==> src/rtl/uart_tx_buffered.sv <==
// Buffered 8N1 UART transmitter: a byte FIFO behind a ready/valid port feeds a
// serializer that starts the next frame on the same edge the previous stop bit ends.
module uart_tx_buffered #(
    parameter int CLOCK_FREQ = 50_000_000,
    parameter int BAUD_RATE  = 115200,
    parameter int FIFO_DEPTH = 8
) (
    input  logic                          clk,
    input  logic                          reset,
    input  logic [7:0]                    data_in,
    input  logic                          data_in_valid,
    output logic                          data_in_ready,
    output logic                          serial_out,
    output logic                          tx_busy,
    output logic [$clog2(FIFO_DEPTH):0]   fifo_count
);
    localparam int SYMBOL_EDGE_TIME = CLOCK_FREQ / BAUD_RATE;
    localparam int PTR_W  = $clog2(FIFO_DEPTH);
    localparam int CNT_W  = PTR_W + 1;
    localparam int BAUD_W = (SYMBOL_EDGE_TIME > 1) ? $clog2(SYMBOL_EDGE_TIME) : 1;
    localparam logic [BAUD_W-1:0] BAUD_LAST = BAUD_W'(SYMBOL_EDGE_TIME - 1);
    localparam logic [CNT_W-1:0]  CNT_FULL  = CNT_W'(FIFO_DEPTH);

    localparam logic [1:0] ST_IDLE  = 2'd0;
    localparam logic [1:0] ST_START = 2'd1;
    localparam logic [1:0] ST_DATA  = 2'd2;
    localparam logic [1:0] ST_STOP  = 2'd3;

    logic [7:0]        mem [FIFO_DEPTH];
    logic [PTR_W-1:0]  head_q, head_d, tail_q, tail_d;
    logic [CNT_W-1:0]  count_q, count_d;
    logic [1:0]        state_q, state_d;
    logic [BAUD_W-1:0] baud_q, baud_d;
    logic [2:0]        bit_idx_q, bit_idx_d;
    logic [7:0]        shift_q, shift_d;
    logic              serial_q, serial_d;
    logic              push, pop, baud_done;

    assign data_in_ready = (count_q != CNT_FULL);
    assign push          = data_in_valid && data_in_ready;
    assign baud_done     = (baud_q == BAUD_LAST);

    always_comb begin
        pop       = 1'b0;
        state_d   = state_q;
        baud_d    = baud_q;
        bit_idx_d = bit_idx_q;
        shift_d   = shift_q;
        serial_d  = serial_q;
        head_d    = head_q;
        tail_d    = tail_q;
        count_d   = count_q;

        case (state_q)
            ST_IDLE: begin
                serial_d = 1'b1;
                baud_d   = '0;
                if (count_q != '0) pop = 1'b1;
            end
            ST_START: begin
                if (baud_done) begin
                    baud_d    = '0;
                    serial_d  = shift_q[0];
                    bit_idx_d = 3'd0;
                    state_d   = ST_DATA;
                end else begin
                    baud_d = baud_q + 1'b1;
                end
            end
            ST_DATA: begin
                if (baud_done) begin
                    baud_d = '0;
                    if (bit_idx_q == 3'd7) begin
                        serial_d = 1'b1;
                        state_d  = ST_STOP;
                    end else begin
                        shift_d   = shift_q >> 1;
                        serial_d  = shift_q[1];
                        bit_idx_d = bit_idx_q + 1'b1;
                    end
                end else begin
                    baud_d = baud_q + 1'b1;
                end
            end
            default: begin
                if (baud_done) begin
                    baud_d = '0;
                    if (count_q != '0) pop = 1'b1;
                    else               state_d = ST_IDLE;
                end else begin
                    baud_d = baud_q + 1'b1;
                end
            end
        endcase

        // A pop always launches a start bit, whether from IDLE or straight out of STOP.
        if (pop) begin
            shift_d   = mem[head_q];
            serial_d  = 1'b0;
            state_d   = ST_START;
            baud_d    = '0;
            bit_idx_d = 3'd0;
            head_d    = head_q + 1'b1;
        end
        if (push) tail_d = tail_q + 1'b1;

        case ({push, pop})
            2'b10:   count_d = count_q + 1'b1;
            2'b01:   count_d = count_q - 1'b1;
            default: count_d = count_q;
        endcase
    end

    always_ff @(posedge clk) begin
        if (push && !reset) mem[tail_q] <= data_in;
    end

    always_ff @(posedge clk) begin
        if (reset) begin
            head_q    <= '0;
            tail_q    <= '0;
            count_q   <= '0;
            state_q   <= ST_IDLE;
            baud_q    <= '0;
            bit_idx_q <= '0;
            shift_q   <= '0;
            serial_q  <= 1'b1;
        end else begin
            head_q    <= head_d;
            tail_q    <= tail_d;
            count_q   <= count_d;
            state_q   <= state_d;
            baud_q    <= baud_d;
            bit_idx_q <= bit_idx_d;
            shift_q   <= shift_d;
            serial_q  <= serial_d;
        end
    end

    assign serial_out = serial_q;
    assign fifo_count = count_q;
    assign tx_busy    = (state_q != ST_IDLE) || (count_q != '0);
endmodule
==> config.mk <==
export PLATFORM = sky130hd
export DESIGN_NAME = uart_tx_buffered
export DESIGN_NICKNAME = d
export VERILOG_FILES = /design/src/rtl/uart_tx_buffered.sv
export SDC_FILE = /design/constraint.sdc
export NUM_CORES = 1
export LEC_CHECK = 0
export CAP_MARGIN = 10
export CORE_UTILIZATION = 57
export CTS_BUF_LIST = sky130_fd_sc_hd__clkbuf_4 sky130_fd_sc_hd__clkbuf_8
export DETAILED_ROUTE_END_ITERATION = 10
export PLACE_DENSITY = 0.76
export REMOVE_ABC_BUFFERS = 1
export SLEW_MARGIN = 20
export SYNTH_ARGS = -nofsm -noshare
export SYNTH_HDL_FRONTEND = slang
export SYNTH_SLANG_ARGS = --single-unit
==> constraint.sdc <==
create_clock -name clk -period 4.25 [get_ports clk]
set_input_delay 0.85 -clock clk [delete_from_list [all_inputs] [get_ports clk]]
set_output_delay 0.85 -clock clk [all_outputs]
set_load 0.02 [all_outputs]
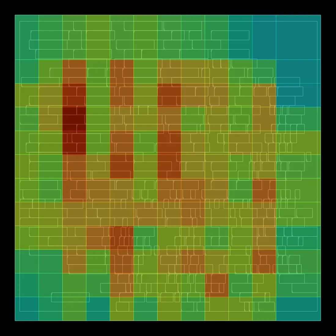
**Above:** routing congestion.
fin util: 0.654
WL/cell: 16.3 µm
busiest grt layer: met2

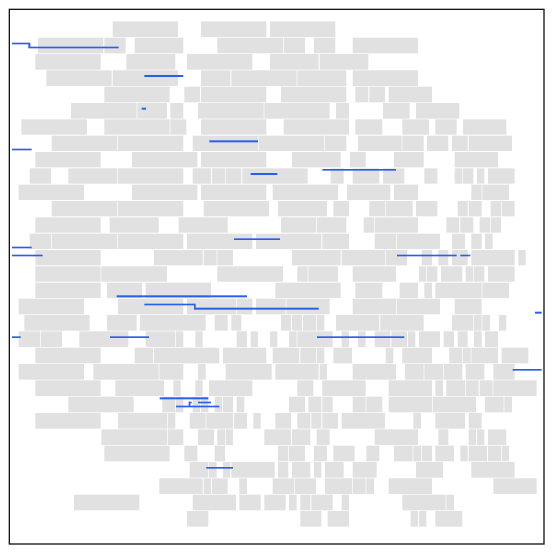
**Above:** met3 routing.
(6 px per µm) Cells faint in the background.
wire length on this layer: 177 µm
main direction: horizontal
longest straight run: 21.4 µm
Vias: 2417
global routing met3 resource utilization: 0.0448
final wirelength: 7070 µm

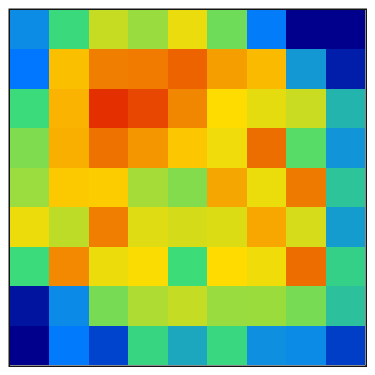
**Above:** cell area per tile.
(4 px per µm) The die is cut into 9 by 9 equal tiles; dark blue is low, red is high, 0 to 100% covered.
mean over tiles: 59%
fullest tile: 95%
nearly empty tiles: 3.7%
tiles over 75% full: 31%
CORE AREA: 0.00729 mm²
Floorplan Utilization: 0.590

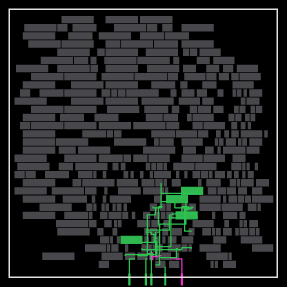
**Above:** port wiring.
(3 px per µm)
legend:
  green:
    port: fifo_count
    bits: 4
    direction: output
    end_cells: 4
    buffers: 4
    wire: 253 µm
  magenta:
    port: data_in_ready
    bits: 1
    direction: output
    end_cells: 1
    buffers: 1
    wire: 12.8 µm
I/O Pins: 18
port bufs: 17

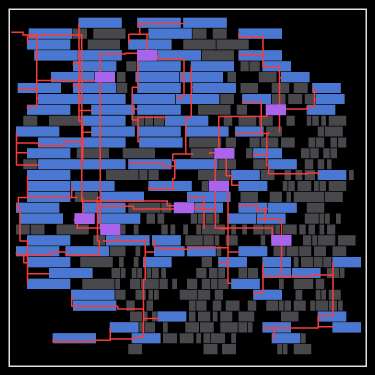
**Above:** clock wires, drivers and flops.
(4 px per µm)
legend:
  purple:
    item: cells driving clock nets
    count: 9
  red:
    item: clock wires
    length: 1000 µm
  blue:
    item: flip-flops
    count: 100
routed clock nets: 10
flops lie: all over the die
Clock power frac: 0.225
Latency at later pin: 0.36 ns
clock skew: 0.0162 ns
clk pwr: 0.000598 W

==> Slide: Implementation Results <==
Flow Results at a Glance

Cells and area
  – Area growth, synth to finish: 10.9%
  – Largest regs: mem x64, baud_q x9, shift_q x8
  – Multi-In Gates: 190
  – Largest class: registers
  – Logic area: approximately 0.0016 mm²
  – Flop share of the area: 0.554
  – Largest Register: mem
  – Number of non-clock inverters: 8
  – Clock buf/inv share: 0.0440
  – Nets: about 350
  – Clock buffer count: 9
  – Plain + repair buffers: 22
  – Max FFs per register: ~64
  – Layout cells sized above 1: 0.155

Logic synthesis
  – Top cell type by total area after synthesis: edfxtp_1
  – Yosys simple share: 0.120
  – Main flop type: edfxtp_1
  – Post-synthesis sequential area ratio: 0.614
  – Synth Area per Inst: 13.8 µm²
  – Synth unique cells: 49
  – Post-synth EDFFs: about 64
  – Seq cells post-synth: about 100
  – Post-synthesis async set-or-reset flop share: 0
  – Yosys warns: 0
  – Comb area leader: simple AND/OR/NAND/NOR gates
  – Yosys Instances: ~310
  – Adder-cell share of the synthesized area: 0.0349
  – Yosys synthesis chip area: 0.00430 mm²

CTS
  – Num CTS Buffers: 9
  – CTS root buf: clkbuf_8
  – Clk sinks: about 100
  – CTS resizes: 0
  – H-tree levels: 3
  – # Post-CTS Setup Buffers: 0

Power
  – Leakage: ~1.6 nW
  – Leading power group: sequential cells
  – PwrDens: about 560 mW/mm²
  – Int Pwr: about 0.0017 W
  – VDD IR max: around 0.00033 V
  – Seq. pwr: around 0.0013 W
  – Sw frac: 0.343
  – Flop pwr share: 0.472
  – Logic gate share of total power: 0.303

GRT
  – Global route overflow: 0
  – Met2 usage: 0.341
  – Initial antenna violation count: 0

STA
  – Final Setup Violations: 0
  – Max Clk Rate: between 0.3 and 0.4 GHz
  – Setup TNS: 0 ns
  – Hold Violations, Final: 0
  – Slew margin rel.: 0.369
  – RSZ-0062 raised after global routing: no
  – Slew Viols, Final: 0

Routing
  – Top sig layer: met4
  – Drt first pass iters: 4
  – ANT nets after route: 0
  – Met1 WL: 3230 µm
  – DR vias/cell: 5.56

Worst setup path
  – Crit Reg-Reg Endpoint: fifo_count[2]
  – Slowest-stage cell, CP: or4b_4
  – Critical path fanouts, max: 21
  – Startpoint Class: flip-flop
  – Most frequent CP cell: ha_1
  – Critical path depth in cells: 11
  – Sum of buffers and inverters on the critical path: 2
  – Setup crit end: fifo_count[2]
  – Worst reg2reg path depth: 11
  – Flop-to-flop setup slack: between 1 and 1.5 ns
  – Critical Path Start: baud_q[2]
  – Crit end category: flip-flop

Place
  – Detailed placement HPWL: 4780 µm
  – RePlAce Congestion: 0.767

Floorplanning
  – Cell Rows: 31
  – Die span in x: approximately 90 µm

Job
  – Max-cap check violation count: 0
  – Log Warnings: 29

Outcome
  – Status: finished, final reports clean

Min path
  – Hold Crit Class: flip-flop to flip-flop
  – Hold Crit Endpoint: bit_idx_q[1]
through the flow:
stage / worst slack (ns) / area, µm² / total power (W) / cells / hold slack [ns]
after detailed placement: 0.898 / 4560 / 0.00210 / 419 / 0.449
after global placement: 1.00 / 4560 / 0.00208 / 419 / 0.446
after global routing: 0.906 / 4770 / 0.00283 / 435 / 0.498
after floorplan: 1.15 / 4230 / 0.00184 / 298 / 0.436
after CTS: 1.10 / 4770 / 0.00269 / 435 / 0.465
final: 1.10 / 4770 / 0.00266 / 435 / 0.465
worst min-delay path, stage by stage, from the launching register on:
cell and delay (ns):
dfxtp_1 0.33, nand2_1 0.05, a21oi_1 0.05
cell usage after synthesis (2+ instances only):
| library cell | count |
|---|---|
| or3_1 | 3 |
| inv_1 | 7 |
| o21ai_0 | 5 |
| buf_4 | 2 |
| a21oi_1 | 13 |
| nor3_1 | 5 |
| nand3b_1 | 3 |
| nand4_1 | 3 |
| nor4_1 | 3 |
| a211oi_2 | 7 |
| mux2i_1 | 11 |
| xnor2_1 | 5 |
| nor3b_1 | 3 |
| edfxtp_1 | 64 |
| clkbuf_1 | 6 |
| a211oi_1 | 7 |
| ha_1 | 12 |
| and2_1 | 2 |
| nand2b_1 | 3 |
| nand3_1 | 4 |
| buf_2 | 4 |
| xor2_1 | 5 |
| nand2_1 | 18 |
| nor2_1 | 29 |
| dfxtp_1 | 36 |
| mux4_2 | 16 |
| nor2b_1 | 14 |
placed cells by master, fill, tap and decap left out, drive strengths merged, types with 4 or more instances in the layout:
cell type      count
edfxtp            64
dfxtp             36
nor2              29
nand2             18
clkdlybuf4s50     17
mux4              16
nor2b             14
a21oi             14
a211oi            14
ha                12
mux2i             11
inv               11
clkbuf             9
o21ai              6
xor2               5
nor3               5
xnor2              5
buf                5
nand3              4
nor4               4
clkinv             4
Power is estimated from default activity; no workload was simulated.
